===== config.mk =====
export PLATFORM = sky130hd
export DESIGN_NAME = id_ex_stage
export DESIGN_NICKNAME = d
export VERILOG_FILES = /design/src/rtl/id_ex_stage.sv
export SDC_FILE = /design/constraint.sdc
export NUM_CORES = 1
export LEC_CHECK = 0
export ABC_AREA = 1
export CORE_AREA = 5 5 156 158
export CTS_CLUSTER_DIAMETER = 80
export DETAILED_ROUTE_END_ITERATION = 16
export DIE_AREA = 0 0 161 163
export GPL_TIMING_DRIVEN = 0
export HOLD_SLACK_MARGIN = 0.05
export PLACE_DENSITY_LB_ADDON = 0.15
export SLEW_MARGIN = 15
export SYNTH_ARGS = -nofsm -noshare
export SYNTH_HDL_FRONTEND = slang
export SYNTH_SLANG_ARGS = --single-unit

===== constraint.sdc =====
create_clock -name CLK -period 3.05 [get_ports CLK]
set_input_delay 0.305 -clock CLK [delete_from_list [all_inputs] [get_ports CLK]]
set_output_delay 0.305 -clock CLK [all_outputs]
set_load 0.1 [all_outputs]

===== src/rtl/id_ex_stage.sv =====
// ID/EX pipeline register with load-use hazard detection and operand forwarding.
// Forwarding muxes exist only when ID_EX_FWD_EN is defined; otherwise ID stalls on RAW.
package riscv_lite_pkg;

  typedef enum logic [3:0] {
    ALU_AND  = 4'b0000,
    ALU_OR   = 4'b0001,
    ALU_ADD  = 4'b0010,
    ALU_XOR  = 4'b0011,
    ALU_SLL  = 4'b0100,
    ALU_SRL  = 4'b0101,
    ALU_SUB  = 4'b0110,
    ALU_SLT  = 4'b0111,
    ALU_SRA  = 4'b1000,
    ALU_SLTU = 4'b1001
  } ALUControl_Enum;

endpackage

module id_ex_stage
  import riscv_lite_pkg::*;
#(
  parameter int XLEN = 32
) (
  input  logic            CLK,
  input  logic            RST_n,
  input  logic            id_valid_i,
  input  logic [XLEN-1:0] id_pc_i,
  input  logic [XLEN-1:0] id_rs1_data_i,
  input  logic [XLEN-1:0] id_rs2_data_i,
  input  logic [XLEN-1:0] id_imm_i,
  input  logic [4:0]      id_rs1_i,
  input  logic [4:0]      id_rs2_i,
  input  logic [4:0]      id_rd_i,
  input  ALUControl_Enum  id_alu_ctrl_i,
  input  logic            id_alu_src_i,
  input  logic            id_mem_read_i,
  input  logic            id_mem_write_i,
  input  logic            id_reg_write_i,
  input  logic            id_branch_i,
  input  logic            flush_i,
  input  logic [4:0]      exmem_rd_i,
  input  logic            exmem_reg_write_i,
  input  logic [XLEN-1:0] exmem_result_i,
  input  logic [4:0]      memwb_rd_i,
  input  logic            memwb_reg_write_i,
  input  logic [XLEN-1:0] memwb_result_i,
  output logic            stall_o,
  output logic            ex_valid_o,
  output logic [XLEN-1:0] ex_op1_o,
  output logic [XLEN-1:0] ex_op2_o,
  output ALUControl_Enum  ex_alu_ctrl_o,
  output logic [XLEN-1:0] ex_store_data_o,
  output logic [XLEN-1:0] ex_pc_o,
  output logic [XLEN-1:0] ex_imm_o,
  output logic [4:0]      ex_rd_o,
  output logic            ex_mem_read_o,
  output logic            ex_mem_write_o,
  output logic            ex_reg_write_o,
  output logic            ex_branch_o
);

  typedef struct packed {
    logic           valid;
    logic [XLEN-1:0] pc;
    logic [XLEN-1:0] rs1_data;
    logic [XLEN-1:0] rs2_data;
    logic [XLEN-1:0] imm;
    logic [4:0]     rs1;
    logic [4:0]     rs2;
    logic [4:0]     rd;
    ALUControl_Enum alu_ctrl;
    logic           alu_src;
    logic           mem_read;
    logic           mem_write;
    logic           reg_write;
    logic           branch;
  } id_ex_t;

  id_ex_t ex_q, ex_d;

  logic hz;
  logic rs2_used;
  logic ex_rs1_hit, ex_rs2_hit;
  logic ld_use;
  logic [XLEN-1:0] rs1_fwd, rs2_fwd;

  always_comb begin
    rs2_used   = !id_alu_src_i | id_mem_write_i;
    ex_rs1_hit = (ex_q.rd != 5'd0) &
                 (ex_q.rd == id_rs1_i);
    ex_rs2_hit = (ex_q.rd != 5'd0) &
                 (ex_q.rd == id_rs2_i) &
                 rs2_used;
    ld_use     = ex_q.valid & ex_q.mem_read &
                 id_valid_i &
                 (ex_rs1_hit | ex_rs2_hit);
`ifdef ID_EX_FWD_EN
    hz = ld_use;
`else
    // Without bypass, any in-flight writer of a source must drain first
    hz = ld_use |
         (id_valid_i & ex_q.valid &
          ex_q.reg_write &
          (ex_rs1_hit | ex_rs2_hit)) |
         (id_valid_i & exmem_reg_write_i &
          (exmem_rd_i != 5'd0) &
          ((exmem_rd_i == id_rs1_i) |
           ((exmem_rd_i == id_rs2_i) &
            rs2_used)));
`endif
  end

  assign stall_o = hz & !flush_i & RST_n;

  always_comb begin
    ex_d.valid     = id_valid_i;
    ex_d.pc        = id_pc_i;
    ex_d.rs1_data  = id_rs1_data_i;
    ex_d.rs2_data  = id_rs2_data_i;
    ex_d.imm       = id_imm_i;
    ex_d.rs1       = id_rs1_i;
    ex_d.rs2       = id_rs2_i;
    ex_d.rd        = id_rd_i;
    ex_d.alu_ctrl  = id_alu_ctrl_i;
    ex_d.alu_src   = id_alu_src_i;
    ex_d.mem_read  = id_mem_read_i;
    ex_d.mem_write = id_mem_write_i;
    ex_d.reg_write = id_reg_write_i;
    ex_d.branch    = id_branch_i;
    if (flush_i | hz) begin
      ex_d          = '0;
      ex_d.alu_ctrl = ALU_ADD;
    end
  end

  always_ff @(posedge CLK or negedge RST_n) begin
    if (!RST_n) begin
      ex_q          <= '0;
      ex_q.alu_ctrl <= ALU_ADD;
    end else begin
      ex_q <= ex_d;
    end
  end

`ifdef ID_EX_FWD_EN
  // EX/MEM is younger than MEM/WB, so it wins on a double match
  always_comb begin
    rs1_fwd = ex_q.rs1_data;
    if (exmem_reg_write_i &&
        exmem_rd_i != 5'd0 &&
        exmem_rd_i == ex_q.rs1)
      rs1_fwd = exmem_result_i;
    else if (memwb_reg_write_i &&
             memwb_rd_i != 5'd0 &&
             memwb_rd_i == ex_q.rs1)
      rs1_fwd = memwb_result_i;
  end

  always_comb begin
    rs2_fwd = ex_q.rs2_data;
    if (exmem_reg_write_i &&
        exmem_rd_i != 5'd0 &&
        exmem_rd_i == ex_q.rs2)
      rs2_fwd = exmem_result_i;
    else if (memwb_reg_write_i &&
             memwb_rd_i != 5'd0 &&
             memwb_rd_i == ex_q.rs2)
      rs2_fwd = memwb_result_i;
  end
`else
  logic unused_fwd;

  assign unused_fwd = ^{exmem_result_i,
                        memwb_rd_i,
                        memwb_reg_write_i,
                        memwb_result_i,
                        ex_q.rs1,
                        ex_q.rs2};

  always_comb begin
    rs1_fwd = ex_q.rs1_data;
    rs2_fwd = ex_q.rs2_data;
  end
`endif

  assign ex_valid_o      = ex_q.valid;
  assign ex_op1_o        = rs1_fwd;
  assign ex_op2_o        = ex_q.alu_src ? ex_q.imm
                                        : rs2_fwd;
  assign ex_alu_ctrl_o   = ex_q.alu_ctrl;
  assign ex_store_data_o = rs2_fwd;
  assign ex_pc_o         = ex_q.pc;
  assign ex_imm_o        = ex_q.imm;
  assign ex_rd_o         = ex_q.rd;
  assign ex_mem_read_o   = ex_q.mem_read;
  assign ex_mem_write_o  = ex_q.mem_write;
  assign ex_reg_write_o  = ex_q.reg_write;
  assign ex_branch_o     = ex_q.branch;

endmodule


==> run summary <==
Implementation status.

- The via count normalized by instance count is ~3.8.
- The skew report gives the latency at the later pin of the worst-skew pair as a little over 400 ps.
- The pin closest to its max-slew limit shows a slew of 1030 ps.
- The cell count of the worst hold path is 3.
- Setup repair after global routing left no endpoint under its margin.
- The type of element capturing the critical path is a primary output.
- The worst-case max-slew headroom was logged as 30.8%.
- The count of cells in the finished layout, fillers not included, comes to 1382.
- Per the layout report, the design carries between 2000 and 2500 filler cells.
- The top cell type in the final layout, fill and taps aside, is sky130_fd_sc_hd__clkdlybuf4s50_1.
- In the log, the iteration count for the first detailed-route pass is 4.
- The netlist uses 20 different library cells.
- The global-route wire length before repair is 30400 um.
- The maximum number of pins on one net before global-route repair is 89.
- The routed wire length is 19800 um.
- The flop-to-flop setup slack is 1290 ps.
- Dividing the detail-routed wire length by the instance count gives about 14 um.
- Together, buffers and inverters on the worst path number 4.
- In the final design database the tool counted 1311 nets.
- The core region is 23000 um2.
- Per the placement log, port buffering inserted 336 buffers.
- The leakage power in the latest report is 5.82 nW.
- The number of inserted diodes is 0.
- The cell row count is 56.
- The fmax is 0.354 GHz.
- Synthesis handed over a netlist of 721 instances.
- The count of cells along the worst register-to-register path is 11.
- The warning tally printed by Yosys for this design is 0.
- The startpoint type of the worst setup path is a primary input.
- For this run, the slowest stage of the critical path takes 910 ps.
- The post-synthesis sequential area ratio is between 50% and 60%.
- The net count of the mapped netlist is 953.
- The timing report attributes the biggest portion of critical-path delay to buffers and inverters.
- The tool warning count for the run is 96.
- The required time at the worst endpoint is listed as between 2000 and 3000 ps.
- The final power report lists total power as between 6 and 7 mW.
- After synthesis, the cell types taking the most area are sky130_fd_sc_hd__dfrtp_1, sky130_fd_sc_hd__buf_4, sky130_fd_sc_hd__inv_1.
- The via count of the first global-routing pass is 5462.
- The share of final-layout standard cells stronger than drive strength 1 is 21.0%.
- The count of pins on the block boundary is 407.
- Routability-driven placement finished with a final weighted congestion of 0.759.
- The post-layout instance area is 11000 um2.
- The class of the most critical setup path is primary input to primary output.
- Counting pins that exceed their max-slew limit in the final report gives 0.
- For this design, Yosys synthesis ends with a cell count of 721.
- The cell area after technology mapping is between 6000 and 7000 um2.
- The remaining global-route overflow is 0.
- The type of the worst min-delay path is primary input to flip-flop.
- The worst path needs 2830 ps of the cycle, external delays included.
- Per the log, the first TritonRoute iteration ended with a DRC count of 213.
- The initial antenna violation count came to 0.
- The top cell types in the final layout, fill and taps aside, are sky130_fd_sc_hd__clkdlybuf4s50_1, sky130_fd_sc_hd__inv_1, sky130_fd_sc_hd__nor2_1.
- After routing, the total negative slack on setup checks comes to 0 ps.
- The width of the die is 161 um.
- The final timing summary puts the cycle share of the worst path at 92.6%.
- The run finished with clean final reports.
- Buffers inserted during clock tree synthesis total 17.
- Detailed routing inserted a total of 5215 vias.
- The die footprint is 26200 um2.
- Per the post-route antenna check, the number of violating nets is 0.
- After clock tree synthesis, the clock-pin slew on the worst setup and hold paths is roughly 70 ps.
- The floorplan core density is 28.8%.
- Timing analysis after detailed placement gives a worst setup slack of 8.71 ps.
- After synthesis, the chip area reported by Yosys is roughly 6600 um2.
- Of the post-synthesis cell area, the dominant cell type holds 53.6%.
- The number of register bits inferred by synthesis is 143.
- The end-of-flow timing check tallies setup violations at 0.
- The CTS tree is done.
- The total count of hold-check failures in the final report is 0.
- Per the placement report, the placed cell count is 1348.
- The STA report counts the stages on the worst setup path as 6.
- CTS reports a maximum clock tree buffer depth of 2.
- Of all cell types, the one taking the most synthesized area is sky130_fd_sc_hd__dfrtp_1.
- The data arrival time at the worst-slack endpoint is 2520 ps.
- Traced cell by cell, the critical path runs through dlygate4sd3_1 -> buf_8 -> buf_16 -> nand2_1 -> a21oi_2 -> dlygate4sd2_1.
- The power density normalized to cell area is 554 nW/um2.
- After layout, the setup clock skew is reported as around 12 ps.
- The DRC violation total left in the routed layout is recorded as 0.
- The mean post-synth cell area is 9.19 um2.
- Hold is met by 398 ps.
- The placed standard-cell area is ~10000 um2.
- Per the CTS log, the maximum H-tree level is 4.
- The number of violations of the max-capacitance limit is 0.
- The number of sinks on the clock net is 143.
- The highest fanout seen on the critical path is about 88.
- Note, the detailed placer reported a final HPWL of 15300 um.
- The flow measured a signed area growth from synthesis to layout of 65.5%.
- The maximum resistive drop on vdd is around 0.00034 V.
- The final timing report gives a worst setup slack of 225 ps.
- Post-CTS timing repair inserted 0 buffers for setup.
- The clock tree root driver cell is sky130_fd_sc_hd__clkbuf_16.
- The slowest cell on the critical path is sky130_fd_sc_hd__dlygate4sd2_1.
- In this run the vertical extent of the chip is roughly 160 um.
-- cells in the mapped netlist (all sizes together) --
cell and number:
nand4 3, clkbuf 1, xnor2 2, or2 1, dfstp 1, nand3 7, nand2 55, nor3 1
a21oi 2, nor2 154, buf 155, inv 164, mux2 32, dfrtp 142, o21ai 1
-- path summary, 6_finish.rpt --
kind / end / startpoint
worst max register to register: ex_op1_o[1] / ex_rd_o[1]
max in group asynchronous: ex_op1_o[3] / RST_n
worst max-delay path: stall_o / RST_n
worst min-delay path: ex_pc_o[6] / id_pc_i[6]
worst min register to register: ex_alu_ctrl_o[1] / ex_valid_o
min in group asynchronous: ex_store_data_o[17] / RST_n
-- cells by family after synthesis --
| kind of cell | after synthesis | share of synthesized area (%) |
|---|---|---|
| xor gates and xnor gates | 2 | 0.264 |
| AOI/OAI and AO/OA | 3 | 0.227 |
| and+or+nand+nor | 221 | 12.9 |
| buffers and inverters | 320 | 27.1 |
| DFF | 143 | 54.0 |
| muxes | 32 | 5.44 |
-- state kept, by name (all words and copies together) (netlist names) --
register         flops
ex_alu_ctrl_o        4
ex_mem_read_o        1
ex_store_data_o     32
ex_pc_o             32
ex_rd_o              5
ex_reg_write_o       1
ex_valid_o           1
ex_q                 1
ex_op1_o            32
ex_imm_o            32
ex_branch_o          1
ex_mem_write_o       1
-- power by group --
group	switching, mW	internal (mW)
sequential	0.0444	2.00
combinational	1.35	0.606
clock	0.886	1.19
-- timing repair --
action                                 4_1_cts  5_1_grt
setup endpoints to repair                   31        0
hold buffers                                 2        0
resized                                     31        0
endpoints found under the hold margin       56        0
-- per-layer routing --
layer  global-route usage, %  part of all wire, %  up-vias  wire [um]
met4                    5.58                  1.9        0        382
met5                       0                    0        -          0
li1                        -                    -     2644          -
met3                    8.02                   13       22       2550
met1                    16.6                   38     2304       7610
met2                    25.3                   47      245       9290
-- area by class of cell --
| class | instances | area, um2 | area share [%] |
|---|---|---|---|
| buffer | 156 | 1180 | 10.7 |
| clock buffer | 20 | 457 | 4.16 |
| clock inverter | 12 | 124 | 1.13 |
| inverter | 164 | 616 | 5.61 |
| multi-input combinational | 258 | 1250 | 11.4 |
| sequential | 143 | 3580 | 32.6 |
| tap | 290 | 363 | 3.31 |
| timing repair buffer | 339 | 3390 | 31.0 |
-- worst reg2reg max path, cell delays in order, from the launching register on --
cell,delay (ps)
sky130_fd_sc_hd__dfrtp_1,430
sky130_fd_sc_hd__inv_2,50
sky130_fd_sc_hd__nand2_1,50
sky130_fd_sc_hd__nand2_1,50
sky130_fd_sc_hd__nor2_1,120
sky130_fd_sc_hd__nand3_1,80
sky130_fd_sc_hd__nand2_1,80
sky130_fd_sc_hd__nand2_1,100
sky130_fd_sc_hd__nand3_2,210
sky130_fd_sc_hd__buf_6,220
sky130_fd_sc_hd__buf_6,190
sky130_fd_sc_hd__nor2_1,60
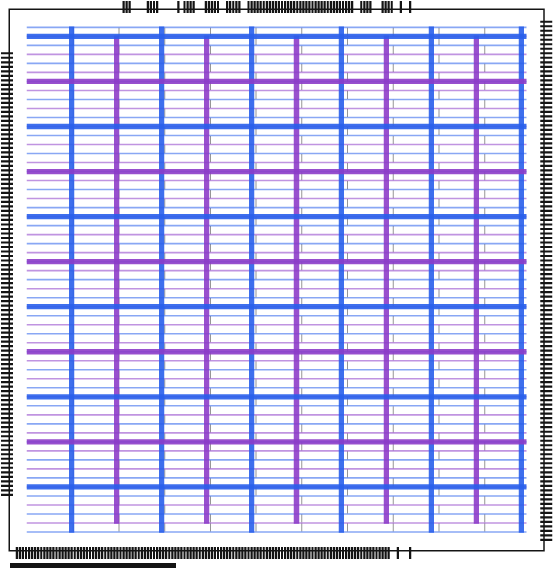
*Power grid*
The bar under the picture is 50 um long. Pins as bars on the die edge. Tap cells in gray.
[VDD] purple
[VSS] blue
met5 straps: 11
met4 straps: 11
met1 rails: 57
rows: 56

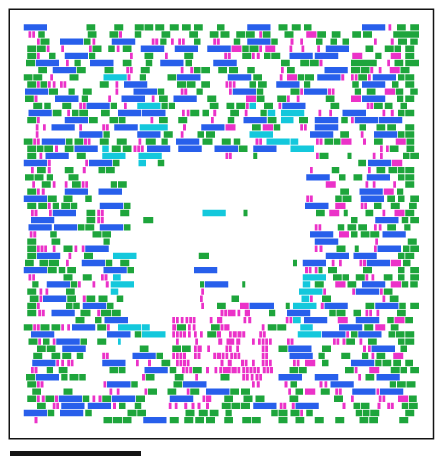
*Cells colored by class*
The bar under the picture is 50 um long.
[clock drivers and dummy loads] cyan | cells: 32 | share of their area: 5.5%
[flops] blue | cells: 143 | share of their area: 34%
[all other logic] magenta | cells: 422 | share of their area: 18%
[other buffers and delay cells] green | cells: 495 | share of their area: 43%

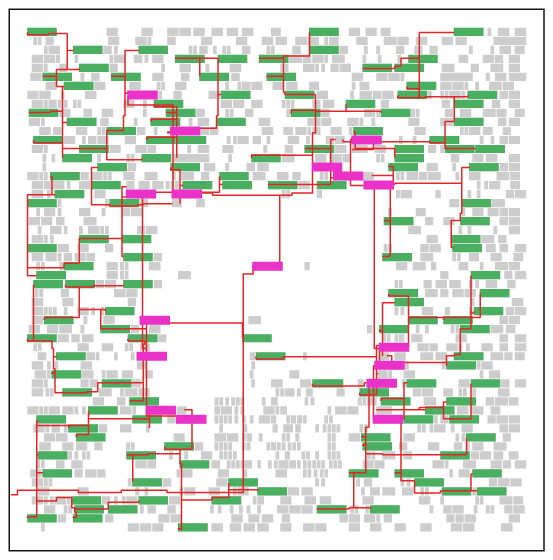
*Clock network drawn from the DEF*
[cells driving clock nets] magenta | count: 17
[clock wires] red | length: 2230 um
[flip-flops] green | count: 143
flops lie: widely spread
routed clock nets: 18

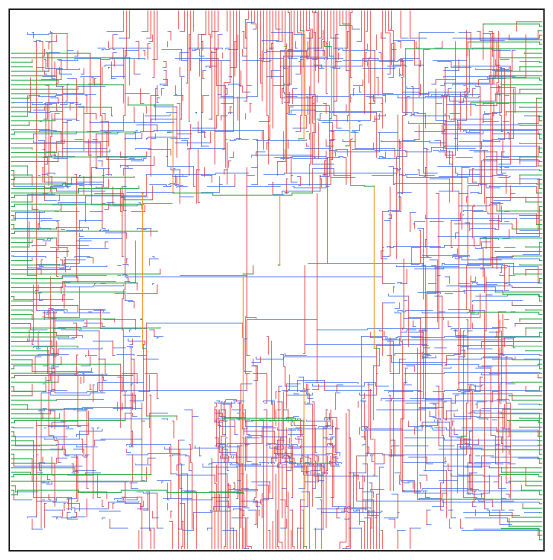
*Signal wires by layer*
[met2] red | wire length: 9290 um
[met4] orange | wire length: 383 um
[met1] blue | wire length: 7610 um
[met3] green | wire length: 2550 um

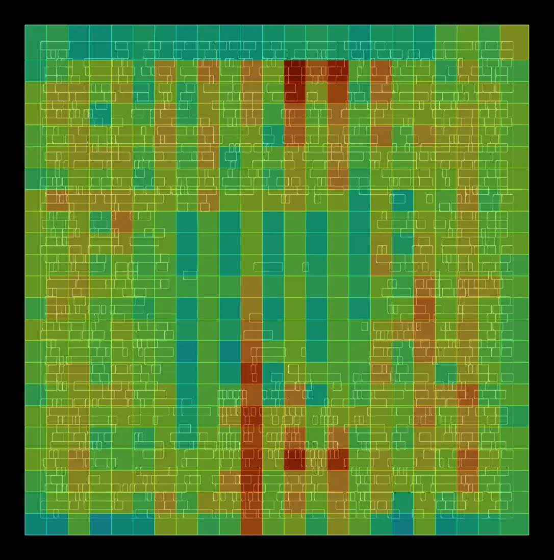
*Track usage over the die*
Overall Global Routing Usage: 15.2%
utilization after layout: 47.7%

Power is estimated from default activity; no workload was simulated.
